===== src/rtl/msrv32_pkg.sv =====
`default_nettype none
// ============================================================================
// Module      : msrv32_pkg
// Description : Shared RV32I opcode, write-back, immediate and ALU encodings
//               plus the decoded control bundle carried by the decode queue.
// Revision    : 1.0 - registered decode pipe with bundle queue
// ============================================================================
package msrv32_pkg;

    // Full 7-bit major opcodes (low bits 11 included)
    localparam logic [6:0] OPC_LUI      = 7'b0110111;
    localparam logic [6:0] OPC_AUIPC    = 7'b0010111;
    localparam logic [6:0] OPC_JAL      = 7'b1101111;
    localparam logic [6:0] OPC_JALR     = 7'b1100111;
    localparam logic [6:0] OPC_BRANCH   = 7'b1100011;
    localparam logic [6:0] OPC_LOAD     = 7'b0000011;
    localparam logic [6:0] OPC_STORE    = 7'b0100011;
    localparam logic [6:0] OPC_OP_IMM   = 7'b0010011;
    localparam logic [6:0] OPC_OP       = 7'b0110011;
    localparam logic [6:0] OPC_MISC_MEM = 7'b0001111;
    localparam logic [6:0] OPC_SYSTEM   = 7'b1110011;

    // funct7 values accepted on the OP major opcode
    localparam logic [6:0] F7_BASE   = 7'b0000000;
    localparam logic [6:0] F7_ALT    = 7'b0100000;
    localparam logic [6:0] F7_MULDIV = 7'b0000001;

    // Write-back source select
    localparam logic [2:0] WB_ALU    = 3'b000;
    localparam logic [2:0] WB_LOAD   = 3'b001;
    localparam logic [2:0] WB_IMM    = 3'b010;
    localparam logic [2:0] WB_IADDER = 3'b011;
    localparam logic [2:0] WB_CSR    = 3'b100;
    localparam logic [2:0] WB_PC4    = 3'b101;

    // Immediate format select
    localparam logic [2:0] IMM_R   = 3'b000;
    localparam logic [2:0] IMM_I   = 3'b001;
    localparam logic [2:0] IMM_S   = 3'b010;
    localparam logic [2:0] IMM_B   = 3'b011;
    localparam logic [2:0] IMM_U   = 3'b100;
    localparam logic [2:0] IMM_J   = 3'b101;
    localparam logic [2:0] IMM_CSR = 3'b110;

    // ALU operation default for non-ALU instructions (address/add path)
    localparam logic [3:0] ALU_ADD = 4'b0000;
    localparam logic [3:0] ALU_SUB = 4'b1000;
    localparam logic [3:0] ALU_SRA = 4'b1101;

    // Decoded control bundle, one queue entry per accepted instruction
    typedef struct packed {
        logic [31:0] pc;
        logic [2:0]  wb_mux_sel;
        logic [2:0]  imm_type;
        logic [2:0]  csr_op;
        logic [3:0]  alu_opcode;
        logic [1:0]  load_size;
        logic        load_unsigned;
        logic        mem_wr_req;
        logic        alu_src;
        logic        iadder_src;
        logic        csr_wr_en;
        logic        rf_wr_en;
        logic        mul_div_en;
        logic        illegal_instr;
        logic        misaligned_load;
        logic        misaligned_store;
    } dec_bundle_t;

    localparam int DEC_BUNDLE_W = $bits(dec_bundle_t);

endpackage
`default_nettype wire


===== src/rtl/msrv32_decode_fifo.sv =====
`default_nettype none
// ============================================================================
// Module      : msrv32_decode_fifo
// Description : Generic WIDTH x DEPTH synchronous FIFO with flush. Pointers
//               carry one extra wrap bit so full and empty are distinct.
//               No pop-to-push bypass: a full FIFO refuses writes.
// Revision    : 1.0 - initial release
// ============================================================================
module msrv32_decode_fifo #(
    parameter int WIDTH = 8,
    parameter int DEPTH = 2
) (
    input  logic             clk,
    input  logic             rst,
    input  logic             i_flush,
    input  logic             i_push,
    input  logic [WIDTH-1:0] i_wdata,
    input  logic             i_pop,
    output logic [WIDTH-1:0] o_rdata,
    output logic             o_full,
    output logic             o_empty
);

    localparam int ADDR_W = $clog2(DEPTH);

    logic [ADDR_W:0]    r_wr_ptr;
    logic [ADDR_W:0]    r_rd_ptr;
    logic [WIDTH-1:0]   r_mem [DEPTH];
    logic               w_do_push;
    logic               w_do_pop;

    assign o_empty   = (r_wr_ptr == r_rd_ptr);
    assign o_full    = (r_wr_ptr[ADDR_W] != r_rd_ptr[ADDR_W]) &&
                       (r_wr_ptr[ADDR_W-1:0] == r_rd_ptr[ADDR_W-1:0]);
    assign w_do_push = i_push && !o_full && !i_flush;
    assign w_do_pop  = i_pop && !o_empty && !i_flush;
    assign o_rdata   = r_mem[r_rd_ptr[ADDR_W-1:0]];

    // Pointer update; flush empties the queue and overrides push/pop
    always_ff @(posedge clk or posedge rst) begin
        if (rst) begin
            r_wr_ptr <= '0;
            r_rd_ptr <= '0;
        end else if (i_flush) begin
            r_wr_ptr <= '0;
            r_rd_ptr <= '0;
        end else begin
            if (w_do_push) r_wr_ptr <= r_wr_ptr + 1'b1;
            if (w_do_pop)  r_rd_ptr <= r_rd_ptr + 1'b1;
        end
    end

    // Storage write; contents need no reset because empty masks them
    always_ff @(posedge clk) begin
        if (w_do_push) r_mem[r_wr_ptr[ADDR_W-1:0]] <= i_wdata;
    end

endmodule
`default_nettype wire


===== src/rtl/msrv32_decode_pipe.sv =====
`default_nettype none
// ============================================================================
// Module      : msrv32_decode_pipe
// Description : Registered RV32I decoder. Decodes the offered instruction
//               combinationally, queues the control bundle in a small FIFO
//               and presents the head to execute. Optional RV32M / CSR
//               recognition, trap flush and saturating illegal counter.
// Revision    : 1.0 - initial release
// ============================================================================
module msrv32_decode_pipe
    import msrv32_pkg::*;
#(
    parameter int FIFO_DEPTH = 2,
    parameter bit ENABLE_M   = 1'b0,
    parameter bit ENABLE_CSR = 1'b1,
    parameter int CNT_W      = 16
) (
    input  logic             ms_riscv32_mp_clk_in,
    input  logic             ms_riscv32_mp_rst_in,
    input  logic             trap_taken_in,
    input  logic             instr_valid_in,
    output logic             instr_ready_out,
    input  logic [31:0]      instr_in,
    input  logic [31:0]      pc_in,
    input  logic [1:0]       iadder_out_1_to_0_in,
    output logic             dec_valid_out,
    input  logic             dec_ready_in,
    output logic [31:0]      pc_out,
    output logic [2:0]       wb_mux_sel_out,
    output logic [2:0]       imm_type_out,
    output logic [2:0]       csr_op_out,
    output logic [3:0]       alu_opcode_out,
    output logic [1:0]       load_size_out,
    output logic             load_unsigned_out,
    output logic             mem_wr_req_out,
    output logic             alu_src_out,
    output logic             iadder_src_out,
    output logic             csr_wr_en_out,
    output logic             rf_wr_en_out,
    output logic             mul_div_en_out,
    output logic             illegal_instr_out,
    output logic             misaligned_load_out,
    output logic             misaligned_store_out,
    output logic [CNT_W-1:0] illegal_cnt_out
);

    logic [6:0]              w_opcode;
    logic [2:0]              w_funct3;
    logic [6:0]              w_funct7;
    logic                    w_misaligned;
    dec_bundle_t             w_dec;
    logic [DEC_BUNDLE_W-1:0] w_head_raw;
    dec_bundle_t             w_head;
    dec_bundle_t             w_out;
    logic                    w_full;
    logic                    w_empty;
    logic                    w_push;
    logic                    w_pop;
    logic [CNT_W-1:0]        r_illegal_cnt;
    logic                    w_unused_bits;

    assign w_opcode = instr_in[6:0];
    assign w_funct3 = instr_in[14:12];
    assign w_funct7 = instr_in[31:25];

    // Register-index fields are consumed by the register file, not here
    assign w_unused_bits = ^{instr_in[24:15], instr_in[11:7]};

    // Half-word needs bit0 clear, word needs both low bits clear
    assign w_misaligned = ((w_funct3[1:0] == 2'b01) && iadder_out_1_to_0_in[0]) ||
                          ((w_funct3[1:0] == 2'b10) && (iadder_out_1_to_0_in != 2'b00));

    // Combinational decode of the offered instruction into a bundle
    always_comb begin
        w_dec               = '0;
        w_dec.pc            = pc_in;
        w_dec.load_size     = w_funct3[1:0];
        w_dec.load_unsigned = w_funct3[2];
        w_dec.alu_opcode    = ALU_ADD;
        case (w_opcode)
            OPC_LUI: begin
                w_dec.wb_mux_sel = WB_IMM;
                w_dec.imm_type   = IMM_U;
                w_dec.rf_wr_en   = 1'b1;
            end
            OPC_AUIPC: begin
                w_dec.wb_mux_sel = WB_IADDER;
                w_dec.imm_type   = IMM_U;
                w_dec.rf_wr_en   = 1'b1;
            end
            OPC_JAL: begin
                w_dec.wb_mux_sel = WB_PC4;
                w_dec.imm_type   = IMM_J;
                w_dec.rf_wr_en   = 1'b1;
            end
            OPC_JALR: begin
                w_dec.wb_mux_sel = WB_PC4;
                w_dec.imm_type   = IMM_I;
                w_dec.iadder_src = 1'b1;
                w_dec.rf_wr_en   = 1'b1;
            end
            OPC_BRANCH: begin
                w_dec.imm_type      = IMM_B;
                w_dec.illegal_instr = (w_funct3 == 3'b010) || (w_funct3 == 3'b011);
            end
            OPC_LOAD: begin
                w_dec.wb_mux_sel      = WB_LOAD;
                w_dec.imm_type        = IMM_I;
                w_dec.iadder_src      = 1'b1;
                w_dec.rf_wr_en        = 1'b1;
                w_dec.misaligned_load = w_misaligned;
                w_dec.illegal_instr   = (w_funct3 == 3'b011) || (w_funct3 == 3'b110) ||
                                        (w_funct3 == 3'b111);
            end
            OPC_STORE: begin
                w_dec.imm_type         = IMM_S;
                w_dec.iadder_src       = 1'b1;
                w_dec.mem_wr_req       = 1'b1;
                w_dec.misaligned_store = w_misaligned;
                w_dec.illegal_instr    = (w_funct3 >= 3'b011);
            end
            OPC_OP_IMM: begin
                w_dec.imm_type   = IMM_I;
                w_dec.alu_src    = 1'b1;
                w_dec.rf_wr_en   = 1'b1;
                // Only the shift-right form uses bit 30 to pick arithmetic
                w_dec.alu_opcode = {(w_funct3 == 3'b101) && instr_in[30], w_funct3};
            end
            OPC_OP: begin
                w_dec.imm_type   = IMM_R;
                w_dec.rf_wr_en   = 1'b1;
                w_dec.alu_opcode = {instr_in[30], w_funct3};
                if (w_funct7 == F7_BASE) begin
                    w_dec.illegal_instr = 1'b0;
                end else if ((w_funct7 == F7_ALT) &&
                             ((w_funct3 == 3'b000) || (w_funct3 == 3'b101))) begin
                    w_dec.illegal_instr = 1'b0;
                end else if ((w_funct7 == F7_MULDIV) && ENABLE_M) begin
                    w_dec.mul_div_en = 1'b1;
                end else begin
                    w_dec.illegal_instr = 1'b1;
                end
            end
            OPC_MISC_MEM: begin
                w_dec.imm_type = IMM_I;
            end
            OPC_SYSTEM: begin
                w_dec.imm_type = IMM_CSR;
                w_dec.csr_op   = w_funct3;
                if (w_funct3 != 3'b000) begin
                    w_dec.wb_mux_sel    = WB_CSR;
                    w_dec.rf_wr_en      = 1'b1;
                    w_dec.csr_wr_en     = 1'b1;
                    w_dec.illegal_instr = !ENABLE_CSR;
                end
            end
            default: begin
                w_dec.illegal_instr = 1'b1;
            end
        endcase
        // Any exception must not leave architectural side effects
        if (w_dec.illegal_instr || w_dec.misaligned_load || w_dec.misaligned_store) begin
            w_dec.rf_wr_en   = 1'b0;
            w_dec.mem_wr_req = 1'b0;
            w_dec.csr_wr_en  = 1'b0;
            w_dec.mul_div_en = 1'b0;
        end
    end

    assign instr_ready_out = !w_full;
    assign w_push          = instr_valid_in && instr_ready_out && !trap_taken_in;
    assign w_pop           = dec_valid_out && dec_ready_in && !trap_taken_in;

    msrv32_decode_fifo #(
        .WIDTH (DEC_BUNDLE_W),
        .DEPTH (FIFO_DEPTH)
    ) u_fifo (
        .clk     (ms_riscv32_mp_clk_in),
        .rst     (ms_riscv32_mp_rst_in),
        .i_flush (trap_taken_in),
        .i_push  (w_push),
        .i_wdata (w_dec),
        .i_pop   (w_pop),
        .o_rdata (w_head_raw),
        .o_full  (w_full),
        .o_empty (w_empty)
    );

    assign dec_valid_out = !w_empty;
    assign w_head        = w_head_raw;
    // Outputs read as zero whenever nothing valid is at the head
    assign w_out         = dec_valid_out ? w_head : '0;

    assign pc_out               = w_out.pc;
    assign wb_mux_sel_out       = w_out.wb_mux_sel;
    assign imm_type_out         = w_out.imm_type;
    assign csr_op_out           = w_out.csr_op;
    assign alu_opcode_out       = w_out.alu_opcode;
    assign load_size_out        = w_out.load_size;
    assign load_unsigned_out    = w_out.load_unsigned;
    assign mem_wr_req_out       = w_out.mem_wr_req;
    assign alu_src_out          = w_out.alu_src;
    assign iadder_src_out       = w_out.iadder_src;
    assign csr_wr_en_out        = w_out.csr_wr_en;
    assign rf_wr_en_out         = w_out.rf_wr_en;
    assign mul_div_en_out       = w_out.mul_div_en;
    assign illegal_instr_out    = w_out.illegal_instr;
    assign misaligned_load_out  = w_out.misaligned_load;
    assign misaligned_store_out = w_out.misaligned_store;

    // Count accepted illegal instructions, holding at all-ones; flush keeps it
    always_ff @(posedge ms_riscv32_mp_clk_in or posedge ms_riscv32_mp_rst_in) begin
        if (ms_riscv32_mp_rst_in) begin
            r_illegal_cnt <= '0;
        end else if (w_push && w_dec.illegal_instr && (r_illegal_cnt != {CNT_W{1'b1}})) begin
            r_illegal_cnt <= r_illegal_cnt + 1'b1;
        end
    end

    assign illegal_cnt_out = r_illegal_cnt;

endmodule
`default_nettype wire


===== config.mk =====
export PLATFORM = sky130hd
export DESIGN_NAME = msrv32_decode_pipe
export DESIGN_NICKNAME = d
export VERILOG_FILES = /design/src/rtl/msrv32_pkg.sv /design/src/rtl/msrv32_decode_fifo.sv /design/src/rtl/msrv32_decode_pipe.sv
export SDC_FILE = /design/constraint.sdc
export NUM_CORES = 1
export LEC_CHECK = 0
export ABC_AREA = 1
export CORE_ASPECT_RATIO = 1.25
export CORE_MARGIN = 4
export CORE_UTILIZATION = 53
export DETAILED_ROUTE_END_ITERATION = 16
export GPL_TIMING_DRIVEN = 0
export PLACE_DENSITY = 0.87
export SETUP_SLACK_MARGIN = 0.02
export SLEW_MARGIN = 20
export SYNTH_ARGS = -nofsm -noshare
export SYNTH_HDL_FRONTEND = slang
export SYNTH_SLANG_ARGS = --single-unit

===== constraint.sdc =====
create_clock -name ms_riscv32_mp_clk_in -period 10.8 [get_ports ms_riscv32_mp_clk_in]
set_input_delay 1.08 -clock ms_riscv32_mp_clk_in [delete_from_list [all_inputs] [get_ports ms_riscv32_mp_clk_in]]
set_output_delay 1.08 -clock ms_riscv32_mp_clk_in [all_outputs]
set_load 0.05 [all_outputs]

==> impl_metrics.toml, run 1 <==
# synthesis and place-and-route metrics
[outcome]
status = "completed"

[worst_hold_path]
hp-start = "illegal_cnt_out[4]"

[sta]
finalClockPeriodUsage_pct = 37.4
finClkSkew_ps = 7.43
slew_headroom_pct = 50.0

[worst_setup_path]
r2r_cells = 6
end_kind = "output port"
cp.required_ps = 9720
critical_path_arrival_ps = 2960
r2r_end = "u_fifo.r_mem[0][21]"

[power_and_ir_drop]
ir_drop_uv = 148
power_density_nw_per_um2 = 212
p_switching_w = 0.000610
comb_power_share_pct = 33.7

[cts]
clockBufferDepth = 2
postCtsSetupBuffers = 0
htreeDepth = 4

[floorplan]
die_area_sq_um = 12900
num_rows = 42

[placed_design]
hpwlAfterDp_um = 10100
place_congestion = 0.895
dpl-instance-area_sq_um = 7390

[route]
first_pass_iters = 5
vias_per_cell = 5.42
ant_nets = 0

[yosys]
edf_count = 112
syn_nets = 639
yosys_warnings = 0
synth_seq_share_pct = 65.5
synth.cells.most_frequent = "nand2_1 (183), edfxtp_1 (112), a21oi_1 (61)"

[layout]
diodes = 0
fin_area_sq_um = 7920
[run 1: worst max-delay path by stage]
stage / from / endpoint / slack [ps] / depth (start not counted)
after floorplan: trap_taken_in / u_fifo.r_mem[1][0] / 6580 / 3
after global placement: trap_taken_in / u_fifo.r_mem[1][27] / 4840 / 4
after detailed placement: u_fifo.r_rd_ptr[0] / pc_out[24] / 7170 / 7
after CTS: u_fifo.r_rd_ptr[0] / csr_op_out[0] / 6690 / 7
after global routing: u_fifo.r_rd_ptr[0] / pc_out[9] / 6530 / 7
final: u_fifo.r_rd_ptr[0] / csr_op_out[0] / 6760 / 7
[run 1: cells in the final DEF, fill, tap and decap left out, drive strengths merged, types with 5 or more instances in the layout]
| cell | count |
|---|---|
| nand2 | 187 |
| a21oi | 61 |
| buf | 15 |
| nor2 | 42 |
| clkinv | 10 |
| nor3 | 13 |
| clkdlybuf4s50 | 127 |
| dfrtp | 20 |
| edfxtp | 112 |
| clkbuf | 32 |
| xor2 | 6 |
| xnor2 | 11 |
| nand3 | 39 |
| o21ai | 5 |
| inv | 36 |
[run 1: critical path: stages (launching register included)]
cell	delay, ps
dfrtp_1	350
buf_2	160
inv_1	70
clkbuf_1	390
clkbuf_1	400
nand2_1	130
a21oi_1	220
clkdlybuf4s50_1	840
[run 1: kinds of logic (layout without fill, tap and decap cells)]
family,Yosys count,count (layout),share of synthesized area (%)
fa+ha+maj,1,1,0.212
compound gates,68,68,5.85
flops,132,132,65.5
simple gates,286,286,21.1
other cells,1,1,0.0636
buf+inv,62,223,4.71
xor+xnor,17,17,2.52
[run 1: power by group through the flow]
| stage | clock (W) | combinational, W | sequential, W |
|---|---|---|---|
| 2_1_floorplan | 0 | 0.000342 | 0.000635 |
| 3_3_place_gp | 0 | 0.000553 | 0.000613 |
| 3_5_place_dp | 0 | 0.000565 | 0.000614 |
| 4_1_cts | 0.000516 | 0.000569 | 0.000604 |
| 5_1_grt | 0.000542 | 0.000598 | 0.000607 |
| 6_report | 0.000508 | 0.000565 | 0.000604 |
[run 1: registers in the layout (all words and copies together) (netlist names)]
signal / count
u_fifo.r_mem: 112
u_fifo.r_rd_ptr: 2
u_fifo.r_wr_ptr: 2
illegal_cnt_out: 16
[run 1: cell type report]
| cell class | count | area (sq um) |
|---|---|---|
| multi-input combinational | 373 | 1770 |
| fill | 751 | 2800 |
| buffer | 26 | 143 |
| clock buffer | 19 | 433 |
| clock inverter | 13 | 92.6 |
| timing repair buffer | 129 | 1320 |
| sequential | 132 | 3860 |
| tap | 132 | 165 |
| inverter | 36 | 138 |
[run 1: through the flow]
step           power, W  std cells  setup WS (ps)
2_1_floorplan  0.000977        567           6580
3_3_place_gp    0.00117        826           4840
3_5_place_dp    0.00118        828           7170
4_1_cts         0.00169        860           6690
5_1_grt         0.00175        860           6530
6_report        0.00168        860           6760
[run 1: per-layer routing]
layer | up-vias | global-route usage, % | part of all wire (%)
met5 | - | 0 | 0
met4 | 0 | 9.58 | 2.3
met3 | 30 | 5.81 | 5.7
met2 | 197 | 40.8 | 55
met1 | 2230 | 27.2 | 37
li1 | 2208 | - | -
==> run_1/placement.png <==
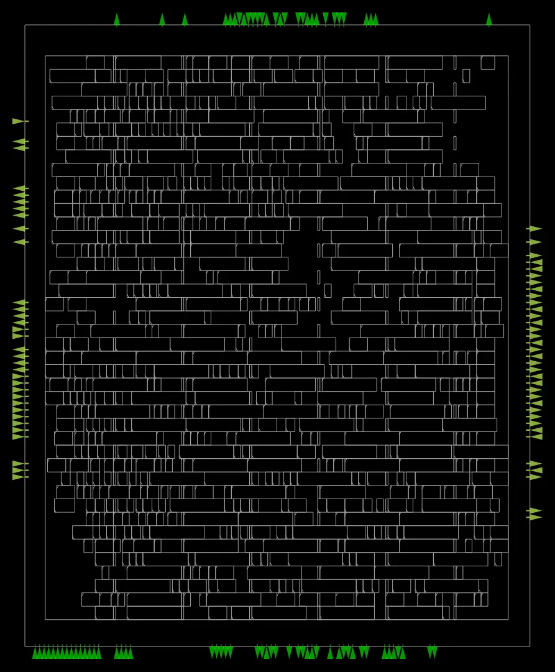
Tap Count: 132
fin util: 73.9%
number of fillers in the final layout: 751
Seq/total area: 48.8%

==> run_1/flops_by_reg.png <==
Drawn at 4 px/um.
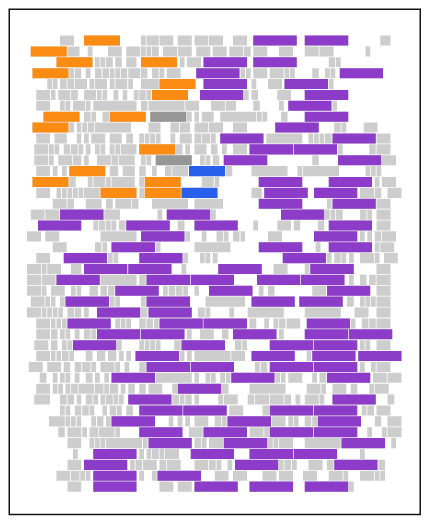
Blue stands for u_fifo.r_rd_ptr, placed flops 2. Purple stands for u_fifo.r_mem, placed flops 112. Orange stands for illegal_cnt_out, placed flops 16, where top left.
P_seq: 0.000604 W
sequential cell area: 3860 sq um

==> run_1/wires.png <==
Drawn at 3 px/um. Only two layers are drawn.
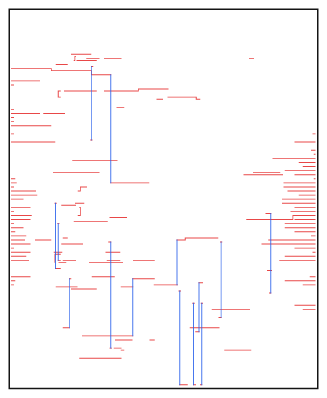
Blue stands for metal 4, wire length 334 um. Red stands for metal 3, wire length 823 um.
Routed WL: 14,500 um
drt wl/cell: 16.9 um

==> run_1/metal_density.png <==
Drawn at 3 px/um. The die is cut into 20 by 25 equal tiles; dark blue is low, red is high, scaled to the fullest tile. Values are wire area over tile area, all layers added.
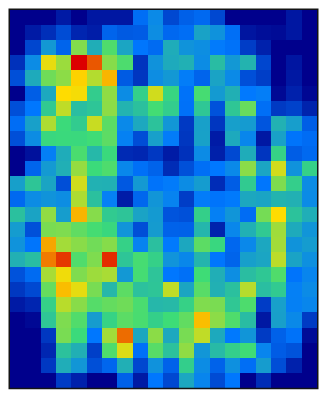
The mean over all tiles is 0.18. 21% of the tiles are over half the peak. The emptiest ninth of the die: top right.
vias: 4,665
GRT Util Overall: 23.4%

==> run 2, diff against run 1 <==
- CORE_UTILIZATION: 53 -> 49
- PLACE_DENSITY: 0.87 -> 0.82
- clock period: 10.8 -> 4.19 ns (I/O delays scaled with it)
==> run_2/wires.png <==
Drawn at 3 px/um. Only two layers are drawn.
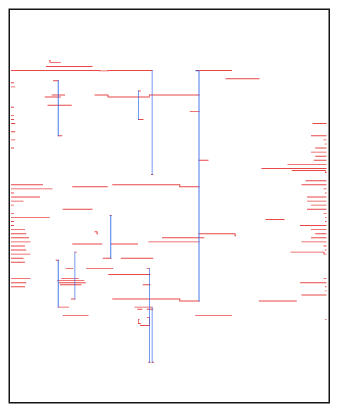
Red stands for metal 3, wire length 725 um. Blue stands for metal 4, wire length 236 um.
vias: 4,595
drt wl/cell: 15.5 um
Routed WL: 13,700 um

==> run_2/metal_density.png <==
Drawn at 3 px/um. The die is cut into 21 by 26 equal tiles; dark blue is low, red is high, scaled to the fullest tile. Values are wire area over tile area, all layers added.
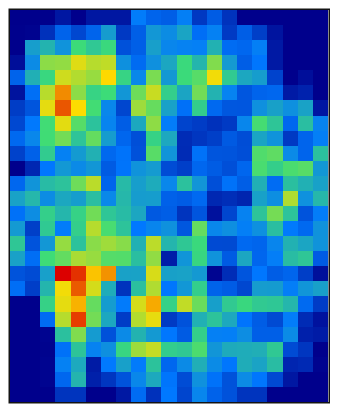
10% of the tiles are nearly empty. The emptiest ninth of the die: top right. 15% of the tiles are over half the peak. The fullest tile reaches 0.52. The mean over all tiles is 0.16.
GRT Util Overall: 20.4%

==> impl_metrics.toml, run 2 <==
# synthesis and place-and-route metrics
[worst_setup_path]
r2r_cells = 7
r2r_end = "u_fifo.r_mem[0][29]"
cp.required_ps = 3770
end_kind = "output port"
cp-startpoint = "u_fifo.r_rd_ptr[0]"

[power_and_ir_drop]
fin_total_pwr_w = 0.00447
p_switching_w = 0.00157
power_density_nw_per_um2 = 558

[outcome]
status = "completed"

[sta]
slew_headroom_pct = 48.9
finalClockPeriodUsage_pct = 80.8
finClkSkew_ps = 8.78
setup_ws_ps = 806

[global_routing]
grtUsageMet2_pct = 36.2
grtUsageMet1_pct = 24.4
grt_pass1_wl_um = 22200

[yosys]
yosys_warnings = 0
synth.cells.most_frequent = "nand2_1 (183), edfxtp_1 (112), a21oi_1 (61)"
syn_nets = 639
edf_count = 112

[layout]
largest_reg_flops = 112
final_common_cell = "nand2_1"
fin_nets = 787
diodes = 0
final_cell_mix = "nand2_1 (183), clkdlybuf4s50_1 (127), edfxtp_1 (112), a21oi_1 (61), nand3_1 (36)"

[placed_design]
place_congestion = 0.910
hpwlAfterDp_um = 9590

[cts]
clockBufferDepth = 2
postCtsSetupBuffers = 0
htreeDepth = 4

[route]
first_pass_iters = 4
vias_per_cell = 5.17
ant_nets = 0

[floorplan]
num_rows = 44
die_area_sq_um = 13900
==> run_2/flops_by_reg.png <==
Drawn at 4 px/um.
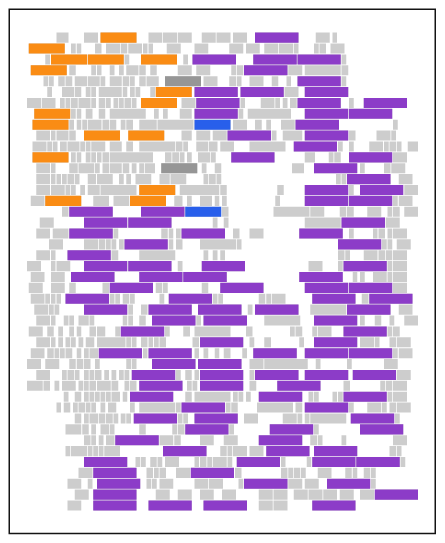
Orange stands for illegal_cnt_out, placed flops 16, where top left. Blue stands for u_fifo.r_rd_ptr, placed flops 2. Purple stands for u_fifo.r_mem, placed flops 112, where widely spread.
Another 2 sequential cells are not coloured.
Seq/total area: 48.2%
P_seq: 0.00156 W
fin util: 68.4%

run 2: cell types whose count changed in the layout (fill, tap and decap cells not counted):
cell       before  now
clkinv_1        5    0
clkinv_2        4    3
clkbuf_8        0    1
clkbuf_1       15   18
bufinv_16       1    3
run 2: kinds of logic after synthesis:
group / after synthesis / synth area share [%]
and+or+nand+nor: 286 / 21.1
xor gates and xnor gates: 17 / 2.52
other: 1 / 0.0636
buffers and inverters: 62 / 4.71
DFF: 132 / 65.5
adders and majority gates: 1 / 0.212
AOI/OAI and AO/OA: 68 / 5.85
run 2: area by class of cell:
cell class / instances / area [sq um]
Buffer: 26 / 143
Clock buffer: 23 / 458
Clock inverter: 9 / 129
Tap cell: 161 / 201
Timing Repair Buffer: 129 / 1320
Sequential cell: 132 / 3860
Inverter: 36 / 138
Multi-Input combinational cell: 373 / 1770
Fill cell: 887 / 3710
run 2: worst max-delay path: stages, from the launching register on:
cell and delay [ps]:
dfrtp_1 350, buf_2 160, inv_1 70, clkbuf_1 430
clkbuf_1 400, nand2_1 130, a21oi_1 190, clkdlybuf4s50_1 830
run 2: power groups by stage:
stage | clock network (W) | logic (W) | registers [W]
after floorplan | 0 | 0.000881 | 0.00164
after global routing | 0.00154 | 0.00153 | 0.00156
final | 0.00147 | 0.00145 | 0.00156
after detailed placement | 0 | 0.00146 | 0.00158
after CTS | 0.00148 | 0.00147 | 0.00156
after global placement | 0 | 0.00143 | 0.00158
run 2: how the worst max path moves through the flow:
stage | endpoint | slack [ps] | cells past startpoint
after global placement | u_fifo.r_mem[1][33] | -1080 | 4
final | csr_op_out[1] | 810 | 7
after CTS | pc_out[28] | 780 | 7
after floorplan | u_fifo.r_mem[1][0] | 50 | 4
after global routing | pc_out[21] | 610 | 7
after detailed placement | pc_out[4] | 1200 | 7
run 2: stage by stage:
step | util (%) | cells | area, sq um
2_1_floorplan | - | 567 | 5900
3_3_place_gp | 62.9 | 855 | 7370
3_5_place_dp | 63.4 | 857 | 7430
4_1_cts | 68.4 | 889 | 8020
5_1_grt | 68.4 | 889 | 8020
6_report | 68.4 | 889 | 8020
run 2: per-layer routing:
layer	routed length (um)	up-vias
li1	-	2204
met1	5570	2210
met2	7210	157
met3	725	24
met4	235	0
met5	0	-
Power and IR drop assume default switching activity.
